--- src/rtl/muldiv_pkg.sv ---
`default_nettype none
// ============================================================================
// Package     : muldiv_pkg
// Description : Shared operation encodings, FSM states and default width for
//               the iterative HI/LO multiply/divide unit.
// Revision    : 1.0 - initial release
// ============================================================================
package muldiv_pkg;

  localparam int DEFAULT_WIDTH = 32;

  typedef enum logic [1:0] {
    OP_MULTU = 2'b00,
    OP_MULT  = 2'b01,
    OP_DIVU  = 2'b10,
    OP_DIV   = 2'b11
  } op_e;

  typedef enum logic [1:0] {
    IDLE = 2'b00,
    CALC = 2'b01,
    FIX  = 2'b10,
    DONE = 2'b11
  } state_e;

  // Divide ops occupy the upper half of the encoding space.
  function automatic logic op_is_div(input logic [1:0] op);
    return (op == OP_DIVU) || (op == OP_DIV);
  endfunction

  // Signed variants are MULT and DIV.
  function automatic logic op_is_signed(input logic [1:0] op);
    return (op == OP_MULT) || (op == OP_DIV);
  endfunction

endpackage
`default_nettype wire

--- src/rtl/muldiv_step.sv ---
`default_nettype none
// ============================================================================
// Module      : muldiv_step
// Description : One iteration of the multiply/divide datapath on the {acc,q}
//               register pair. Multiply: shift-add, low multiplier bit in q[0],
//               product shifts right into q. Divide: restoring shift-subtract,
//               dividend shifts out of q's MSB, quotient bits enter at q[0].
// Revision    : 1.0 - initial release
// ============================================================================
module muldiv_step #(
  parameter int WIDTH = 32
) (
  input  logic             is_div,
  input  logic [WIDTH-1:0] acc,
  input  logic [WIDTH-1:0] q,
  input  logic [WIDTH-1:0] m,
  output logic [WIDTH-1:0] acc_next,
  output logic [WIDTH-1:0] q_next
);

  logic [WIDTH:0] sum;
  logic [WIDTH:0] shifted;
  logic [WIDTH:0] diff;

  // Single shift-add or restoring shift-subtract step.
  always_comb begin
    sum      = {1'b0, acc} + (q[0] ? {1'b0, m} : '0);
    shifted  = {acc, q[WIDTH-1]};
    diff     = shifted - {1'b0, m};
    acc_next = sum[WIDTH:1];
    q_next   = {sum[0], q[WIDTH-1:1]};
    if (is_div) begin
      // diff[WIDTH] set means the trial subtraction borrowed: restore.
      if (!diff[WIDTH]) begin
        acc_next = diff[WIDTH-1:0];
        q_next   = {q[WIDTH-2:0], 1'b1};
      end else begin
        acc_next = shifted[WIDTH-1:0];
        q_next   = {q[WIDTH-2:0], 1'b0};
      end
    end
  end

endmodule
`default_nettype wire

--- src/rtl/muldiv_unit.sv ---
`default_nettype none
// ============================================================================
// Module      : muldiv_unit
// Description : Iterative HI/LO multiply/divide unit. Operands are reduced to
//               magnitudes on start, WIDTH unsigned iterations run in CALC,
//               signs and the divide-by-zero case are resolved in FIX, and
//               HI/LO are presented with a one-cycle done pulse.
// Revision    : 1.0 - initial release
// ============================================================================
module muldiv_unit
  import muldiv_pkg::*;
#(
  parameter int WIDTH = DEFAULT_WIDTH
) (
  input  logic             clk,
  input  logic             rst_n,
  input  logic             start,
  input  logic [1:0]       op,
  input  logic [WIDTH-1:0] a,
  input  logic [WIDTH-1:0] b,
  input  logic             mthi,
  input  logic             mtlo,
  output logic             busy,
  output logic             done,
  output logic [WIDTH-1:0] hi,
  output logic [WIDTH-1:0] lo
);

  localparam int CNT_W = $clog2(WIDTH + 1);

  state_e             state, state_next;
  logic [CNT_W-1:0]   cnt;
  logic [WIDTH-1:0]   acc, q, m;
  logic [WIDTH-1:0]   acc_next, q_next;
  logic [WIDTH-1:0]   a_orig;
  logic               is_div_r, neg_res, neg_rem, div_zero;

  logic               in_div, in_signed, a_neg, b_neg;
  logic [WIDTH-1:0]   a_mag, b_mag;
  logic [2*WIDTH-1:0] prod_fix;
  logic [WIDTH-1:0]   fix_hi, fix_lo;

  muldiv_step #(.WIDTH(WIDTH)) u_step (
    .is_div   (is_div_r),
    .acc      (acc),
    .q        (q),
    .m        (m),
    .acc_next (acc_next),
    .q_next   (q_next)
  );

  // Operand magnitudes and sign flags captured when an op is launched.
  always_comb begin
    in_div    = op_is_div(op);
    in_signed = op_is_signed(op);
    a_neg     = in_signed & a[WIDTH-1];
    b_neg     = in_signed & b[WIDTH-1];
    a_mag     = a_neg ? (~a + 1'b1) : a;
    b_mag     = b_neg ? (~b + 1'b1) : b;
  end

  // Sign correction and divide-by-zero override of the raw iteration result.
  always_comb begin
    prod_fix = neg_res ? (~{acc, q} + 1'b1) : {acc, q};
    fix_hi   = prod_fix[2*WIDTH-1:WIDTH];
    fix_lo   = prod_fix[WIDTH-1:0];
    if (is_div_r) begin
      fix_lo = neg_res ? (~q + 1'b1) : q;
      fix_hi = neg_rem ? (~acc + 1'b1) : acc;
      if (div_zero) begin
        fix_lo = '1;
        fix_hi = a_orig;
      end
    end
  end

  // State register.
  always_ff @(posedge clk or negedge rst_n) begin
    if (!rst_n) state <= IDLE;
    else        state <= state_next;
  end

  // Next-state and status outputs.
  always_comb begin
    state_next = state;
    busy       = 1'b0;
    done       = 1'b0;
    case (state)
      IDLE: if (start) state_next = CALC;
      CALC: begin
        busy = 1'b1;
        if (cnt == CNT_W'(WIDTH - 1)) state_next = FIX;
      end
      FIX: begin
        busy       = 1'b1;
        state_next = DONE;
      end
      DONE: begin
        busy       = 1'b1;
        done       = 1'b1;
        state_next = IDLE;
      end
      default: state_next = IDLE;
    endcase
  end

  // Iteration datapath: operand capture on start, one step per CALC cycle.
  always_ff @(posedge clk or negedge rst_n) begin
    if (!rst_n) begin
      cnt      <= '0;
      acc      <= '0;
      q        <= '0;
      m        <= '0;
      a_orig   <= '0;
      is_div_r <= 1'b0;
      neg_res  <= 1'b0;
      neg_rem  <= 1'b0;
      div_zero <= 1'b0;
    end else if (state == IDLE && start) begin
      cnt      <= '0;
      acc      <= '0;
      q        <= in_div ? a_mag : b_mag;
      m        <= in_div ? b_mag : a_mag;
      a_orig   <= a;
      is_div_r <= in_div;
      neg_res  <= a_neg ^ b_neg;
      neg_rem  <= a_neg;
      div_zero <= in_div && (b == '0);
    end else if (state == CALC) begin
      cnt <= cnt + CNT_W'(1);
      acc <= acc_next;
      q   <= q_next;
    end
  end

  // HI/LO: moves only when idle without start; results land entering DONE.
  always_ff @(posedge clk or negedge rst_n) begin
    if (!rst_n) begin
      hi <= '0;
      lo <= '0;
    end else if (state == IDLE && !start) begin
      if (mthi) hi <= a;
      if (mtlo) lo <= a;
    end else if (state == FIX) begin
      hi <= fix_hi;
      lo <= fix_lo;
    end
  end

endmodule
`default_nettype wire

--- config.mk ---
export PLATFORM = sky130hd
export DESIGN_NAME = muldiv_unit
export DESIGN_NICKNAME = d
export VERILOG_FILES = /design/src/rtl/muldiv_pkg.sv /design/src/rtl/muldiv_step.sv /design/src/rtl/muldiv_unit.sv
export SDC_FILE = /design/constraint.sdc
export NUM_CORES = 1
export LEC_CHECK = 0
export CORE_ASPECT_RATIO = 0.5
export CORE_UTILIZATION = 35
export CTS_BUF_LIST = sky130_fd_sc_hd__clkbuf_4 sky130_fd_sc_hd__clkbuf_8 sky130_fd_sc_hd__clkbuf_16
export DETAILED_ROUTE_END_ITERATION = 10
export PLACE_DENSITY = 0.57
export SYNTH_ARGS = -nofsm -noshare
export SYNTH_HDL_FRONTEND = slang
export SYNTH_SLANG_ARGS = --single-unit
--- constraint.sdc ---
create_clock -name clk -period 3.99 [get_ports clk]
set_input_delay 0.798 -clock clk [delete_from_list [all_inputs] [get_ports clk]]
set_output_delay 0.798 -clock clk [all_outputs]
set_load 0.02 [all_outputs]
**Routed metal, one colour a layer**

Two of the layers only.
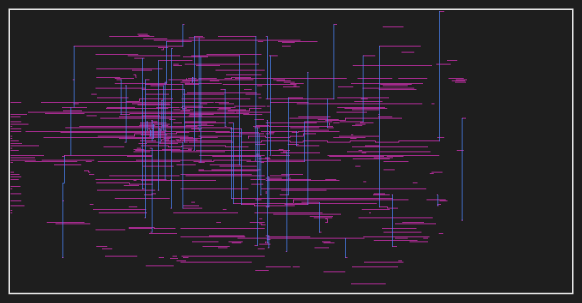
metal 4: shown in blue, wire length 2140 microns. metal 3: shown in magenta, wire length 7290 microns.

**Cells by drive strength**

The bar under the picture is 100 microns long.
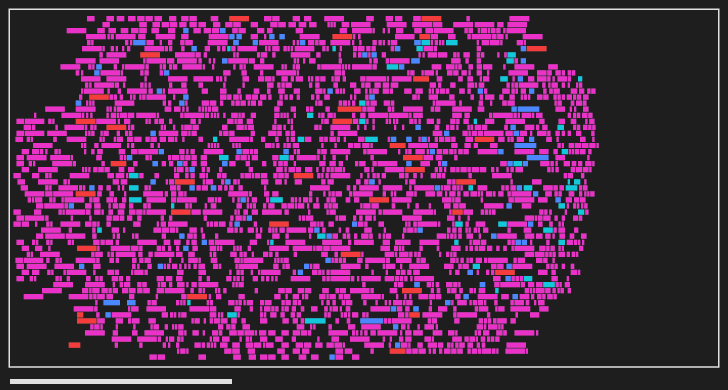
_3 and _4 cells: shown in blue, cells 107. _0 and _1 cells: shown in magenta, cells 2199. _2 cells: shown in cyan, cells 49. _6 and larger: shown in red, cells 35.
Final WS setup: 246 ps
Buffers excl. clock: 231
Area Growth Syn to Fin: 17.7%
design area: 20600 sq um

==> flow_metrics.env <==
# implementation run metrics
export IMPL_setup_viol=0
export IMPL_postSynthCellCount=2283
export IMPL_clock_path_buffers=3
export IMPL_swShare_pct=52.0
export IMPL_die_h_microns=160
export IMPL_mostFrequentLayoutCells="nand2_1, o21ai_0, dfrtp_1, nor2_1, a21oi_1"
export IMPL_grt_busiest_layer="met1"
export IMPL_met3_usage_pct=5.76
export IMPL_dp_hpwl_microns=53800
export IMPL_sh_seq_area_pct=24.8
export IMPL_root_buffer="clkbuf_16"
export IMPL_routabilityCongestion=0.963
export IMPL_cp_num_buf_inv=2
export IMPL_nClkBuffers=33
export IMPL_drt_initial_drc_count=2140
export IMPL_hold_viol_final=0
export IMPL_cts_tree="built"
export IMPL_place_ws_ps=279
export IMPL_p_int_mw=9.72
export IMPL_rsz0062_at_grt="no"
export IMPL_ys_sh_xor_pct=9.76
export IMPL_place_port_buffers=136
export IMPL_gr_total_overflow=0
export IMPL_combinationalPowerShare_pct=67.6
export IMPL_comb_multi_input_count=1847
export IMPL_ys_seq_share_pct=29.1
export IMPL_drt_wl_total_microns=71000
export IMPL_drt_wirelength_per_cell_microns=23.4
export IMPL_fin_setup_tns_ps=0
export IMPL_ys_cells=2283
export IMPL_clkPwrFrac_pct=11.2
export IMPL_buf_share_pct=10.3
export IMPL_grt_use_total_pct=27.2
export IMPL_met1_usage_pct=40.3
export IMPL_drtAntennaViolNets=0
export IMPL_dominant_cells="multi-input combinational cells"
export IMPL_grt_pass1_vias=16700
export IMPL_clkTransAtPathRegs_ps=70
export IMPL_arrival_ps=4190
export IMPL_grt_pass1_wl_microns=107000
export IMPL_antenna_found_initial=3
export IMPL_hold_buffers=0
export IMPL_final_comb_area_sq_um=11500
export IMPL_end_kind="register"
export IMPL_syn_area_sq_um=17500
export IMPL_cp_top_family="AND-OR/OR-AND gates"
export IMPL_edf_count=0
export IMPL_hold_class="in2async"
export IMPL_insertion_delay_ps=550
export IMPL_initCoreUtil_pct=35.8
export IMPL_period_minus_slack_ps=3740
export IMPL_final_util_pct=42.1
export IMPL_post_synth_cell_area_avg_sq_um=7.68
export IMPL_r2r_cells=13
export IMPL_p_seq_share_pct=21.2
export IMPL_core_sq_um=49000
export IMPL_slew_headroom_pct=27.0
export IMPL_ctsResizeCount=0
export IMPL_ys_types=89
export IMPL_crit_chain="inv_1 -> ha_1 -> fa_1 -> nand2b_1 -> a21oi_1 -> o2111ai_2 -> a211oi_2 -> o32ai_4 -> xnor2_4 -> buf_4 -> mux2i_1 -> a21oi_1 -> a21o_1"
export IMPL_p_per_area_nw_per_um2=983
export IMPL_grt_start_max_net_pins=124
export IMPL_cts_buffers=24
export IMPL_n_fill_cell=4922
export IMPL_run_status="finished, final reports clean"
export IMPL_dr_pass1_iters=8
export IMPL_ff_count=204
export IMPL_htree_levels=1
export IMPL_inverters=65
export IMPL_worstSetupPathDepth=13
export IMPL_cp_start_kind="register"
export IMPL_crit_fanout=13
export IMPL_ios=137
export IMPL_drc=0
export IMPL_cpPeakStageDelay_ps=480
export IMPL_placed_area_sq_um=19800
export IMPL_routed_via_count=18000
export IMPL_crit_required_ps=4440
export IMPL_fin_skew_ps=21.7
export IMPL_reg2reg_from="q[31]"
export IMPL_final_cells=3040
export IMPL_seq_power_mw=4.30
export IMPL_vias_per_cell=5.92
export IMPL_fp_row_count=57
export IMPL_top_cells_by_area="dfrtp_1, o21ai_0, nand2_1"
export IMPL_r2r_end="acc[7]"
export IMPL_nNetsFinal=2520
export IMPL_ff2ff_setup_slack_ps=250
export IMPL_drive_above_1_share_pct=7.99
export IMPL_flop_area_sq_um=5110
export IMPL_ys_ff=204
export IMPL_ir_worst_vdd_uv=430
export IMPL_worstMarginPinSlew_ps=1100
export IMPL_synthAdderAreaFrac_pct=5.51
export IMPL_ys_async_sr_fraction_pct=100
export IMPL_crit_type="reg2reg"
export IMPL_lay_top_count="nand2_1"
export IMPL_largest_area_cell="dfrtp_1"
export IMPL_synth_top_cell_area_share_pct=29.1
export IMPL_critPathCapture="acc[7]"
export IMPL_fmax_mhz=267
export IMPL_comb_area_share_pct=56.0
export IMPL_n_tap_cell=649
export IMPL_synth_simple_area_share_pct=19.6
export IMPL_p_switching_mw=10.5
export IMPL_power_mw=20.3
export IMPL_maxPowerGroup="combinational cells"
export IMPL_worst_path_max_delay_cell="xnor2_4"
export IMPL_chipArea_sq_um=51000
export IMPL_clock_sinks=204
export IMPL_final_clk_cell_share_pct=3.81
export IMPL_fp_dieW_microns=318
export IMPL_setup_worst_path_start="q[31]"
export IMPL_dp_cells=2996
export IMPL_crit_top_cell="a21oi_1"
export IMPL_yosys_warnings=0
export IMPL_hold_ws_ps=323
export IMPL_p_comb_mw=13.7
**Met2 routing**

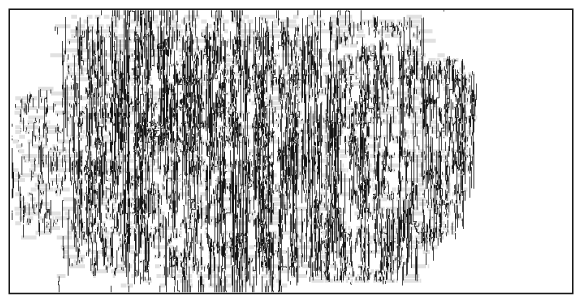
The layer carries 29.0 mm of wire. The layer holds 41% of the routed length.

[cell usage after synthesis (8+ instances only)]
cell	count
a211oi_1	16
a21o_1	34
a21oi_1	163
a22oi_1	13
a31oi_1	24
and2_1	15
and3_1	13
buf_1	16
buf_2	8
clkbuf_1	138
dfrtp_1	204
ha_1	74
inv_1	63
mux2i_1	60
nand2_1	336
nand2b_1	29
nand3_1	25
nand4_1	11
nor2_1	183
nor2b_1	12
nor3_1	36
nor4_1	15
o211ai_1	66
o21a_1	16
o21ai_0	253
o21ai_1	21
o22ai_1	43
o31ai_1	29
o41ai_1	10
or3_1	26
or4_1	12
xnor2_1	115
xor2_1	74
[per-layer routing]
layer	share of wire (%)	wire (microns)
met1	46	32600
met5	0	0
met3	10	7290
met4	3.0	2140
met2	41	29000
